run_1/layers.png
Drawn at 2 px/µm. Two of the layers only.
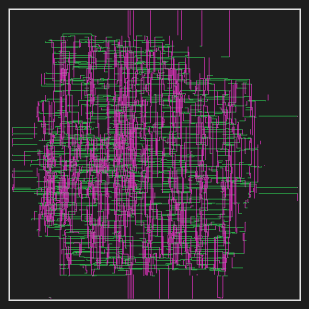
run_1/m2.png
Drawn at 2 px/µm.
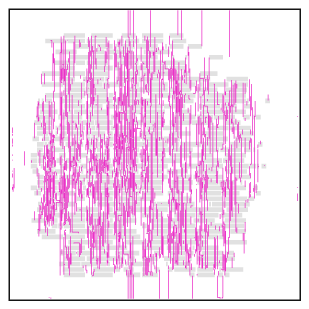
run_1/closeup.png
Region (52, 52) to (92, 92) µm. Cells in grey, sequential cells in the stronger grey; small squares are vias.
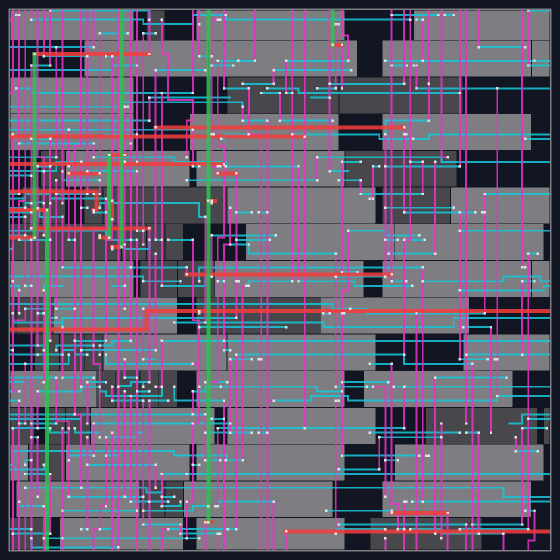
--- config.mk ---
export PLATFORM = sky130hd
export DESIGN_NAME = m8c_issp_vecq_flat
export DESIGN_NICKNAME = d
export VERILOG_FILES = /design/src/rtl/m8c_issp_pkg.sv /design/src/rtl/m8c_issp_vecq_if.sv /design/src/rtl/m8c_issp_vec_fifo.sv /design/src/rtl/m8c_issp_vecq.sv /design/src/flat_wrapper.sv
export SDC_FILE = /design/constraint.sdc
export NUM_CORES = 1
export LEC_CHECK = 0
export CORE_MARGIN = 10
export CORE_UTILIZATION = 53
export DETAILED_ROUTE_END_ITERATION = 8
export PLACE_DENSITY = 0.82
export SLEW_MARGIN = 10
export SYNTH_ARGS = -nofsm -noshare
export SYNTH_HDL_FRONTEND = slang
export SYNTH_SLANG_ARGS = --single-unit
--- constraint.sdc ---
create_clock -name osc -period 2.85 [get_ports osc]
set_input_delay 0.4275 -clock osc [delete_from_list [all_inputs] [get_ports osc]]
set_output_delay 0.4275 -clock osc [all_outputs]
set_load 0.05 [all_outputs]
--- src/rtl/m8c_issp_pkg.sv ---
// Shared ISSP definitions: vector width, host register-select encodings and the
// vector type used by both the vector queue and the shift engine.
package m8c_issp_pkg;

  localparam int ISSP_VEC_SIZE = 22;

  typedef enum logic [1:0] {
    VECQ_SEL_LO   = 2'd0,
    VECQ_SEL_MED  = 2'd1,
    VECQ_SEL_HI   = 2'd2,
    VECQ_SEL_PUSH = 2'd3
  } vecq_sel_e;

  typedef logic [ISSP_VEC_SIZE-1:0] issp_vec_t;

endpackage

--- src/rtl/m8c_issp_vecq_if.sv ---
// Host-write / engine-read bundle of the ISSP vector queue.
// slave = the queue itself, master = the host/engine side driving it.
interface m8c_issp_vecq_if #(
  parameter int DEPTH    = 8,
  parameter int VEC_SIZE = 22
);
  logic                       wr_en;
  logic [1:0]                 wr_sel;
  logic [7:0]                 wr_data;
  logic                       flush;
  logic                       vec_valid;
  logic [VEC_SIZE-1:0]        vec_data;
  logic                       vec_ready;
  logic [$clog2(DEPTH):0]     level;
  logic                       full;
  logic                       empty;
  logic                       overflow;

  modport slave (
    input  wr_en, wr_sel, wr_data, flush, vec_ready,
    output vec_valid, vec_data, level, full, empty, overflow
  );

  modport master (
    output wr_en, wr_sel, wr_data, flush, vec_ready,
    input  vec_valid, vec_data, level, full, empty, overflow
  );
endinterface

--- src/rtl/m8c_issp_vec_fifo.sv ---
// Generic synchronous first-word-fall-through FIFO with flush. Occupancy (level)
// is the single source of full/empty; dout reads 0 while empty.
module m8c_issp_vec_fifo #(
  parameter int DEPTH = 8,
  parameter int W     = 22
) (
  input  logic                   clk,
  input  logic                   rst_n,
  input  logic                   flush,
  input  logic                   push,
  input  logic [W-1:0]           din,
  input  logic                   pop,
  output logic [W-1:0]           dout,
  output logic [$clog2(DEPTH):0] level,
  output logic                   full,
  output logic                   empty
);
  localparam int AW = $clog2(DEPTH);
  localparam int LW = AW + 1;

  logic [W-1:0]  mem [DEPTH];
  logic [AW-1:0] wr_ptr;
  logic [AW-1:0] rd_ptr;
  logic          do_pop;
  logic          do_push;

  assign empty   = (level == '0);
  assign full    = (level == LW'(DEPTH));
  assign do_pop  = pop && !empty;
  // A full FIFO still accepts a push when the head leaves in the same cycle.
  assign do_push = push && (!full || do_pop);
  assign dout    = empty ? '0 : mem[rd_ptr];

  always_ff @(posedge clk or negedge rst_n) begin
    if (!rst_n) begin
      wr_ptr <= '0;
      rd_ptr <= '0;
      level  <= '0;
    end else if (flush) begin
      wr_ptr <= '0;
      rd_ptr <= '0;
      level  <= '0;
    end else begin
      if (do_push) wr_ptr <= wr_ptr + AW'(1);
      if (do_pop)  rd_ptr <= rd_ptr + AW'(1);
      case ({do_push, do_pop})
        2'b10:   level <= level + LW'(1);
        2'b01:   level <= level - LW'(1);
        default: level <= level;
      endcase
    end
  end

  always_ff @(posedge clk) begin
    if (do_push && !flush) mem[wr_ptr] <= din;
  end

endmodule

--- src/rtl/m8c_issp_vecq.sv ---
// ISSP vector queue: byte-lane staging register feeding a FWFT vector FIFO.
// Macro M8C_ISSP_VECQ_STICKY_OVF_EN makes overflow sticky instead of a pulse.
module m8c_issp_vecq
  import m8c_issp_pkg::*;
#(
  parameter int DEPTH    = 8,
  parameter int VEC_SIZE = ISSP_VEC_SIZE
) (
  input  logic            osc,
  input  logic            rst_n,
  m8c_issp_vecq_if.slave  vq
);
  logic [VEC_SIZE-1:0] staging;
  logic                push_req;
  logic                pop_fire;
  logic                drop;
  logic                overflow_q;

  assign push_req = vq.wr_en && (vq.wr_sel == VECQ_SEL_PUSH) && !vq.flush;
  assign pop_fire = vq.vec_valid && vq.vec_ready;
  assign drop     = push_req && vq.full && !pop_fire;

  assign vq.vec_valid = !vq.empty;
  assign vq.overflow  = overflow_q;

  always_ff @(posedge osc or negedge rst_n) begin
    if (!rst_n) begin
      staging <= '0;
    end else if (vq.flush) begin
      staging <= '0;
    end else if (vq.wr_en) begin
      case (vecq_sel_e'(vq.wr_sel))
        VECQ_SEL_LO:  staging[7:0]            <= vq.wr_data;
        VECQ_SEL_MED: staging[15:8]           <= vq.wr_data;
        VECQ_SEL_HI:  staging[VEC_SIZE-1:16]  <= vq.wr_data[VEC_SIZE-17:0];
        default:      staging                 <= staging;
      endcase
    end
  end

  always_ff @(posedge osc or negedge rst_n) begin
    if (!rst_n) begin
      overflow_q <= 1'b0;
    end else if (vq.flush) begin
      overflow_q <= 1'b0;
    end else begin
`ifdef M8C_ISSP_VECQ_STICKY_OVF_EN
      overflow_q <= overflow_q | drop;
`else
      overflow_q <= drop;
`endif
    end
  end

  m8c_issp_vec_fifo #(
    .DEPTH (DEPTH),
    .W     (VEC_SIZE)
  ) u_fifo (
    .clk   (osc),
    .rst_n (rst_n),
    .flush (vq.flush),
    .push  (push_req),
    .din   (staging),
    .pop   (vq.vec_ready),
    .dout  (vq.vec_data),
    .level (vq.level),
    .full  (vq.full),
    .empty (vq.empty)
  );

endmodule

--- src/flat_wrapper.sv ---
// flat-port wrapper written by rule: the top's interface ports become plain ports
module m8c_issp_vecq_flat import m8c_issp_pkg::*;
#(
  parameter int DEPTH    = 8,
  parameter int VEC_SIZE = ISSP_VEC_SIZE
)
  (osc, rst_n, vq_wr_en, vq_wr_sel, vq_wr_data, vq_flush, vq_vec_ready, vq_vec_valid, vq_vec_data, vq_level, vq_full, vq_empty, vq_overflow);
  m8c_issp_vecq_if #(.DEPTH(DEPTH), .VEC_SIZE(VEC_SIZE)) vq_i ();
  input  logic osc;
  input  logic rst_n;
  input wire logic [$bits(vq_i.wr_en)-1:0] vq_wr_en;
  input wire logic [$bits(vq_i.wr_sel)-1:0] vq_wr_sel;
  input wire logic [$bits(vq_i.wr_data)-1:0] vq_wr_data;
  input wire logic [$bits(vq_i.flush)-1:0] vq_flush;
  input wire logic [$bits(vq_i.vec_ready)-1:0] vq_vec_ready;
  output wire logic [$bits(vq_i.vec_valid)-1:0] vq_vec_valid;
  output wire logic [$bits(vq_i.vec_data)-1:0] vq_vec_data;
  output wire logic [$bits(vq_i.level)-1:0] vq_level;
  output wire logic [$bits(vq_i.full)-1:0] vq_full;
  output wire logic [$bits(vq_i.empty)-1:0] vq_empty;
  output wire logic [$bits(vq_i.overflow)-1:0] vq_overflow;
  assign vq_i.wr_en = vq_wr_en;
  assign vq_i.wr_sel = vq_wr_sel;
  assign vq_i.wr_data = vq_wr_data;
  assign vq_i.flush = vq_flush;
  assign vq_i.vec_ready = vq_vec_ready;
  assign vq_vec_valid = vq_i.vec_valid;
  assign vq_vec_data = vq_i.vec_data;
  assign vq_level = vq_i.level;
  assign vq_full = vq_i.full;
  assign vq_empty = vq_i.empty;
  assign vq_overflow = vq_i.overflow;
  m8c_issp_vecq #(.DEPTH(DEPTH), .VEC_SIZE(VEC_SIZE)) u_core (.osc(osc), .rst_n(rst_n), .vq(vq_i));
endmodule
==> impl_metrics.json, run 1 <==
{
  "cp_cell_sequence": "or4_1, buf_4, inv_4, nor2_1, buf_12",
  "clkLatencyLatePin_ns": 0.49,
  "grtUsageMet1_pct": 22.1,
  "setup-violations-final": 0,
  "crit_type": "register to primary output",
  "fmax_ghz": 0.368,
  "grt_pass1_wl_um": 26800,
  "flop-count": 209,
  "busiest_layer": "met2",
  "leakagePower_nw": 3.44,
  "yosysWarningCount": 0,
  "synthToLayoutAreaGrowth_pct": 20.1,
  "finalHoldViolCount": 0,
  "postSynthSeqShare_pct": 74.2,
  "syn_area_um2": 8240,
  "ys_types": 37,
  "seqCellArea_um2": 6120,
  "ys_seq_elements": 209,
  "final_cell_mix": "176 x edfxtp_1, 44 x mux4_2, 40 x buf_4",
  "synth-edff-count": 176,
  "status": "complete, no violations",
  "fp.dieH_um": 145,
  "taps": 188
}
About layers.png:
Key: magenta = M2 [wire length 8600 µm]; green = M1 [wire length 6940 µm]
total track usage: 16.7%
total routed wirelength: 16800 µm
via count: 4269

About m2.png:
The longest straight run is 45.3 µm. The layer holds 51% of the routed length. The layer carries 8600 µm of wire. The wires run mostly vertical.
GR Layer Usage met2: 27.8%

About closeup.png:
Key: red = M3; green = M4; magenta = M2; cyan = M1
Most frequent: edfxtp_1 (26), dfrtp_1 (11), nand2_1 (10). 71 logic cells have their middle in the window. Sequential cells in the window: 37. Netlist names of flops here include `u_core.u_fifo.mem` (26), `u_core.staging` (11).

==> run 1: through the flow <==
| stage | std cells | area (µm²) | power [mW] | hold slack [ns] |
|---|---|---|---|---|
| 3_5_place_dp | 680 | 9260 | 6.39 | 0.584 |
| 2_1_floorplan | 437 | 8250 | 5.35 | 0.132 |
| 4_1_cts | 716 | 9900 | 8.91 | 0.450 |
| 5_1_grt | 716 | 9900 | 9.15 | 0.508 |
| 3_3_place_gp | 680 | 9260 | 6.33 | 0.552 |
| 6_report | 716 | 9900 | 8.83 | 0.439 |
==> run 1: path summary, 6_finish.rpt <==
path | endpoint | slack, ns | depth (start not counted)
setup reg to reg | u_core.u_fifo.level[3] | 0.20 | 8
max in group asynchronous | u_core.staging[7] | 1.73 | 2
hold / removal | u_core.u_fifo.wr_ptr[2] | 0.44 | 1
min in group osc | u_core.u_fifo.wr_ptr[0] | 0.59 | 2
setup / recovery | vq_vec_data[10] | 0.13 | 5
hold reg to reg | u_core.u_fifo.wr_ptr[0] | 0.59 | 2
==> run 1: Yosys cell counts (all sizes together), types with 4 or more instances <==
master	n	area (µm²)
nand2b	13	81.3
nand2	17	63.8
nand4b	4	35.0
nand3	4	25.0
inv	5	18.8
mux4	44	991
edfxtp	176	5290
nor2	41	154
o21ai	17	85.1
clkbuf	13	50.0
dfrtp	33	826
buf	9	42.5
mux2i	32	320
ha	4	50.1
==> run 1: power by group <==
group / internal, mW / switching, mW / leakage [nW]
logic: 1.14 / 1.63 / 1.07
registers: 3.39 / 0.136 / 2.05
clock network: 1.49 / 1.05 / 0.315
==> run 1: registers in the layout, summed over array words and instances (netlist names) <==
signal and flops:
u_core.staging 22, u_core.u_fifo.level 4, u_core.u_fifo.rd_ptr 3, u_core.u_fifo.mem 176, u_core.u_fifo.wr_ptr 3, u_core.vq.overflow 1
run_1/placed.png
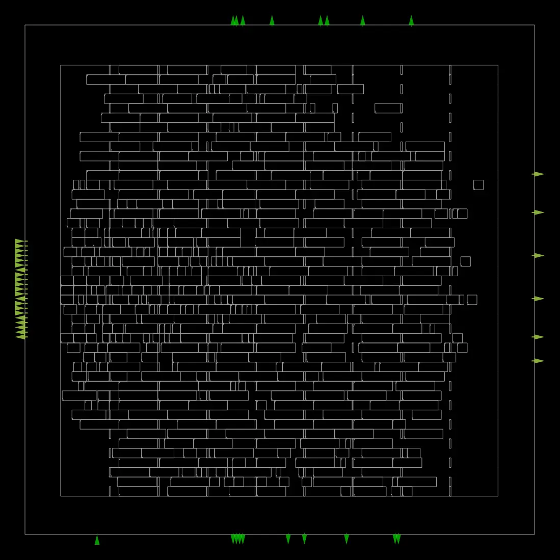

==> run 2: changes to the inputs <==
--- a/config.mk
+++ b/config.mk
@@ -6,9 +6,9 @@
 export NUM_CORES = 1
 export LEC_CHECK = 0
 export CORE_MARGIN = 10
-export CORE_UTILIZATION = 53
+export CORE_UTILIZATION = 35
 export DETAILED_ROUTE_END_ITERATION = 8
-export PLACE_DENSITY = 0.82
+export PLACE_DENSITY = 0.6
 export SLEW_MARGIN = 10
 export SYNTH_ARGS = -nofsm -noshare
 export SYNTH_HDL_FRONTEND = slang
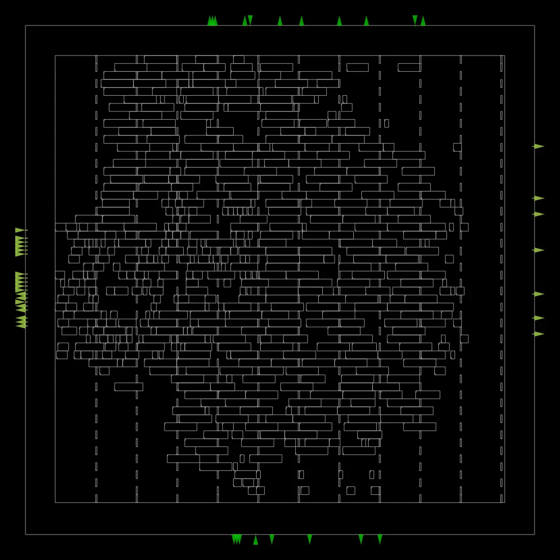
run_2/placed.png
Flop Count: 209
final core occ: 43.0%
core area: 23300 µm²

==> impl_metrics.json, run 2 <==
{
  "area_leaders": "edfxtp_1 64%, mux4_2 12%, dfrtp_1 10%",
  "syn_area_um2": 8240,
  "setup-violations-final": 0,
  "status": "complete, no violations",
  "yosysWarningCount": 0,
  "wirelength_um": 16900,
  "internal_power_mw": 6.03,
  "top_register": "u_core.u_fifo.mem",
  "common_cells": "176 x edfxtp_1, 44 x mux4_2, 41 x nor2_1",
  "crit_type": "register to primary output",
  "grt_pass1_wl_um": 27200,
  "postSynthSeqShare_pct": 74.2,
  "largest_registers": "u_core.u_fifo.mem: 176 flops, u_core.staging: 22 flops, u_core.u_fifo.level: 4 flops",
  "ys_types": 37,
  "clkLatencyLatePin_ns": 0.49,
  "p_comb_mw": 2.82,
  "grtUsageMet2_pct": 19.2,
  "p_switching_mw": 2.83,
  "busiest_layer": "met2",
  "combPwrFrac_pct": 31.8,
  "synth-edff-count": 176,
  "fmax_ghz": 0.367,
  "swShare_pct": 31.9,
  "seq_power_share_pct": 39.5,
  "power_frac_clock_pct": 28.7,
  "vias": 4102,
  "largest_reg_flops": 176,
  "seqCellArea_um2": 6120,
  "grtUsageTotal_pct": 11.5,
  "power_mw": 8.86,
  "ys_seq_elements": 209,
  "powerClk_mw": 2.54,
  "fp.dieH_um": 173,
  "r2r_setup_slack_ns": 0.25,
  "sequentialPower_mw": 3.50
}
run 2: metrics by stage:
stage / std cells / hold slack (ns) / util, % / setup slack [ns] / cell area [µm²]
finish: 843 / 0.351 / 43.0 / 0.127 / 10000
detailed placement: 808 / 0.572 / 40.3 / 0.0979 / 9410
floorplan: 437 / 0.132 / - / 0.0546 / 8250
global placement: 808 / 0.558 / 40.3 / 0.161 / 9410
global route: 843 / 0.390 / 43.0 / 0.0252 / 10000
CTS: 843 / 0.354 / 43.0 / 0.00177 / 10000
run 2: final timing paths:
check,startpoint,endpoint,depth (start not counted)
max,u_core.u_fifo.level[2],vq_vec_data[13],6
min,rst_n,u_core.u_fifo.wr_ptr[2],2
max reg2reg,u_core.u_fifo.level[2],u_core.u_fifo.level[3],8
min reg2reg,u_core.u_fifo.wr_ptr[0],u_core.u_fifo.wr_ptr[0],2
min in group osc,u_core.u_fifo.wr_ptr[0],u_core.u_fifo.wr_ptr[0],2
max in group asynchronous,rst_n,u_core.u_fifo.level[2],2
run 2: kinds of logic (layout without fill, tap and decap cells):
group	count (synthesis)	in the layout
flip-flops	209	209
AND/OR/NAND/NOR	87	87
multiplexers	77	77
AND-OR/OR-AND	28	28
buffers and inverters	27	114
adder cells (fa/ha/maj)	5	5
XOR/XNOR	4	4
run 2: area by class of cell:
| class | count | area share (%) |
|---|---|---|
| flip-flops and latches | 209 | 60.9 |
| multi-input cells | 201 | 20.5 |
| repair buffers | 74 | 8.19 |
| clock buffers | 27 | 5.56 |
| well taps | 319 | 3.97 |
| clock inverters | 8 | 0.685 |
| inverters | 5 | 0.212 |
run 2: what timing repair did:
item | in CTS | in global routing
buffers inserted | 0 | 0
endpoints found under the setup margin | 2 | 16
resized | 2 | 3
run_2/closeup.png
Region (67, 67) to (107, 107) µm. Cells in grey, sequential cells in the stronger grey; small squares are vias.
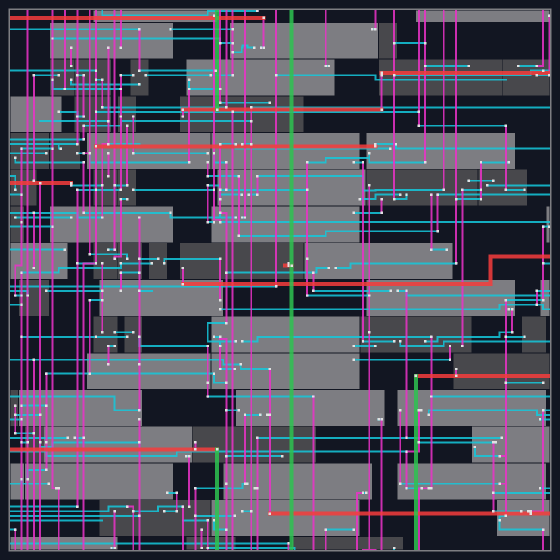

==> run 3: changes to the inputs <==
--- a/config.mk
+++ b/config.mk
@@ -7,9 +7,10 @@
 export LEC_CHECK = 0
 export CORE_MARGIN = 10
 export CORE_UTILIZATION = 35
+export CTS_BUF_LIST = sky130_fd_sc_hd__clkbuf_4 sky130_fd_sc_hd__clkbuf_8
 export DETAILED_ROUTE_END_ITERATION = 8
 export PLACE_DENSITY = 0.6
-export SLEW_MARGIN = 10
+export SKIP_LAST_GASP = 1
 export SYNTH_ARGS = -nofsm -noshare
 export SYNTH_HDL_FRONTEND = slang
 export SYNTH_SLANG_ARGS = --single-unit
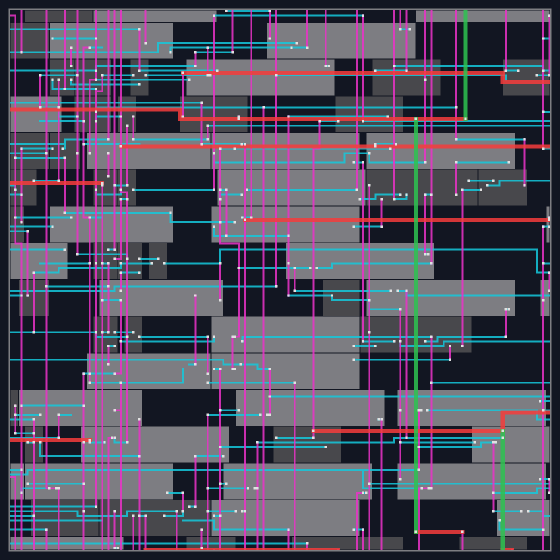
run_3/closeup.png
Region (67, 67) to (107, 107) µm. Cells in grey, sequential cells in the stronger grey; small squares are vias.
Key: red = M3; magenta = M2; green = M4; cyan = M1
Sequential cells in the window: 24. 52 logic cells have their middle in the window. Netlist names of flops here include `u_core.u_fifo.mem` (18), `u_core.staging` (6). Most frequent: edfxtp_1 (18), nand2_1 (6), dfrtp_1 (6).

==> impl_metrics.json, run 3 <==
{
  "fp.dieH_um": 173,
  "top_cell": "edfxtp_1",
  "largest_reg_flops": 176,
  "largest_registers": "u_core.u_fifo.mem: 176 flops, u_core.staging: 22 flops, u_core.u_fifo.level: 4 flops",
  "area_leaders": "edfxtp_1 64%, mux4_2 12%, dfrtp_1 10%",
  "core_um2": 23300,
  "top_area_share_pct": 64.1,
  "leakagePower_nw": 3.46,
  "grtUsageMet2_pct": 19.5,
  "clkLatencyLatePin_ns": 0.50,
  "utilization_pct": 43.2,
  "fmax_ghz": 0.369,
  "dp_cells": 808,
  "grtUsageMet1_pct": 14.5,
  "synth.largest_area_cell": "edfxtp_1",
  "ys_seq_elements": 209,
  "top_register": "u_core.u_fifo.mem",
  "ys_types": 37,
  "synth-edff-count": 176,
  "setup-violations-final": 0,
  "status": "complete, no violations",
  "syn_area_um2": 8240,
  "final_cell_mix": "176 x edfxtp_1, 44 x mux4_2, 37 x clkbuf_8",
  "power_mw": 8.82,
  "post-cts-setup-buffers": 0,
  "finalHoldViolCount": 0,
  "yosysWarningCount": 0,
  "vias": 4211,
  "cts.repair.resized": 3,
  "grtUsageTotal_pct": 11.7,
  "busiest_layer": "met2"
}
## run 3: area by class of cell
class	instances	area, µm²
fillers	2037	13300
well taps	319	399
clock buffers	46	577
multi-input cells	201	2060
repair buffers	74	822
flip-flops and latches	209	6120
inverters	5	21.3
clock inverters	13	80.1
## run 3: power breakdown
part / switching (mW) / internal (mW) / total (mW)
Combinational: 1.64 / 1.17 / 2.82
Clock: 1.10 / 1.40 / 2.50
Sequential: 0.114 / 3.39 / 3.51
Total: 2.86 / 5.96 / 8.82
## run 3: through the flow
stage,setup WS (ns),cell area (µm²)
detailed placement,0.0979,9410
floorplan,0.0546,8250
global route,0.0153,10100
finish,0.142,10100
CTS,0.0106,10100
global placement,0.161,9410
## run 3: final timing paths
check / from / depth (start not counted) / slack (ns) / end
max: u_core.u_fifo.level[2] / 6 / 0.14 / vq_vec_data[13]
min: rst_n / 2 / 0.34 / u_core.u_fifo.wr_ptr[0]
max in group asynchronous: rst_n / 2 / 2.16 / u_core.u_fifo.rd_ptr[1]
min in group osc: u_core.u_fifo.wr_ptr[0] / 2 / 0.58 / u_core.u_fifo.wr_ptr[0]
max reg2reg: u_core.u_fifo.level[2] / 8 / 0.26 / u_core.u_fifo.level[3]
min reg2reg: u_core.u_fifo.wr_ptr[0] / 2 / 0.58 / u_core.u_fifo.wr_ptr[0]
## run 3: kinds of logic (layout without fill, tap and decap cells)
group	Yosys count	count (layout)	share of synthesized area (%)
flip-flops	209	209	74.2
buffers and inverters	27	138	1.35
AND-OR/OR-AND	28	28	2.10
adder cells (fa/ha/maj)	5	5	0.850
multiplexers	77	77	16.0
AND/OR/NAND/NOR	87	87	5.07
XOR/XNOR	4	4	0.425
## run 3: layer usage
metal  wire (µm)  part of all wire, %
met1        7290                   43
met2        8730                   51
met3         760                  4.4
met4         351                  2.0
met5           0                    0

==> layout pictures side by side <==
Ports around the boundary.
Drawn at 3 px/µm. Pins as bars across the die edge, other pins in grey.
shot_01.png
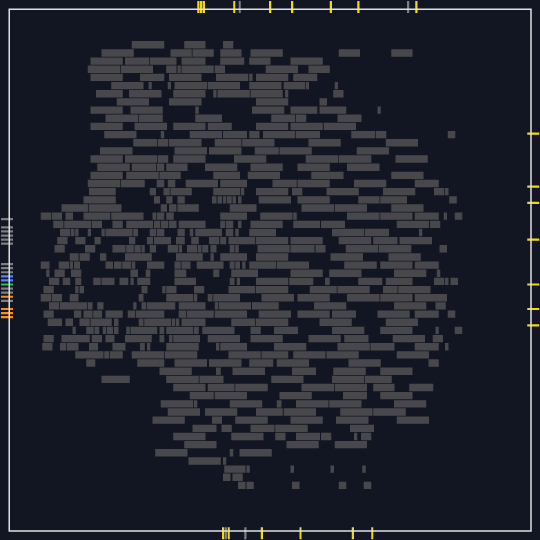
shot_02.png
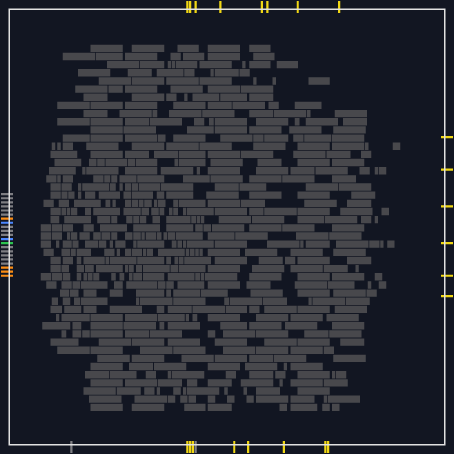
- largest die: shot_01.png
shot_02.png comes from run 1.
shot_01.png comes from run 2.

Key to shot_01.png:
Key: orange = `vq_level` [pins 4, direction output, edge left]; blue = `vq_wr_sel` [pins 2, direction input, edge left]; green = `vq_full` [pins 1, direction output, edge left]; yellow = `vq_vec_data` [pins 22, direction output, edge 9 top, 7 right, 6 bottom]

Power and IR drop assume default switching activity.
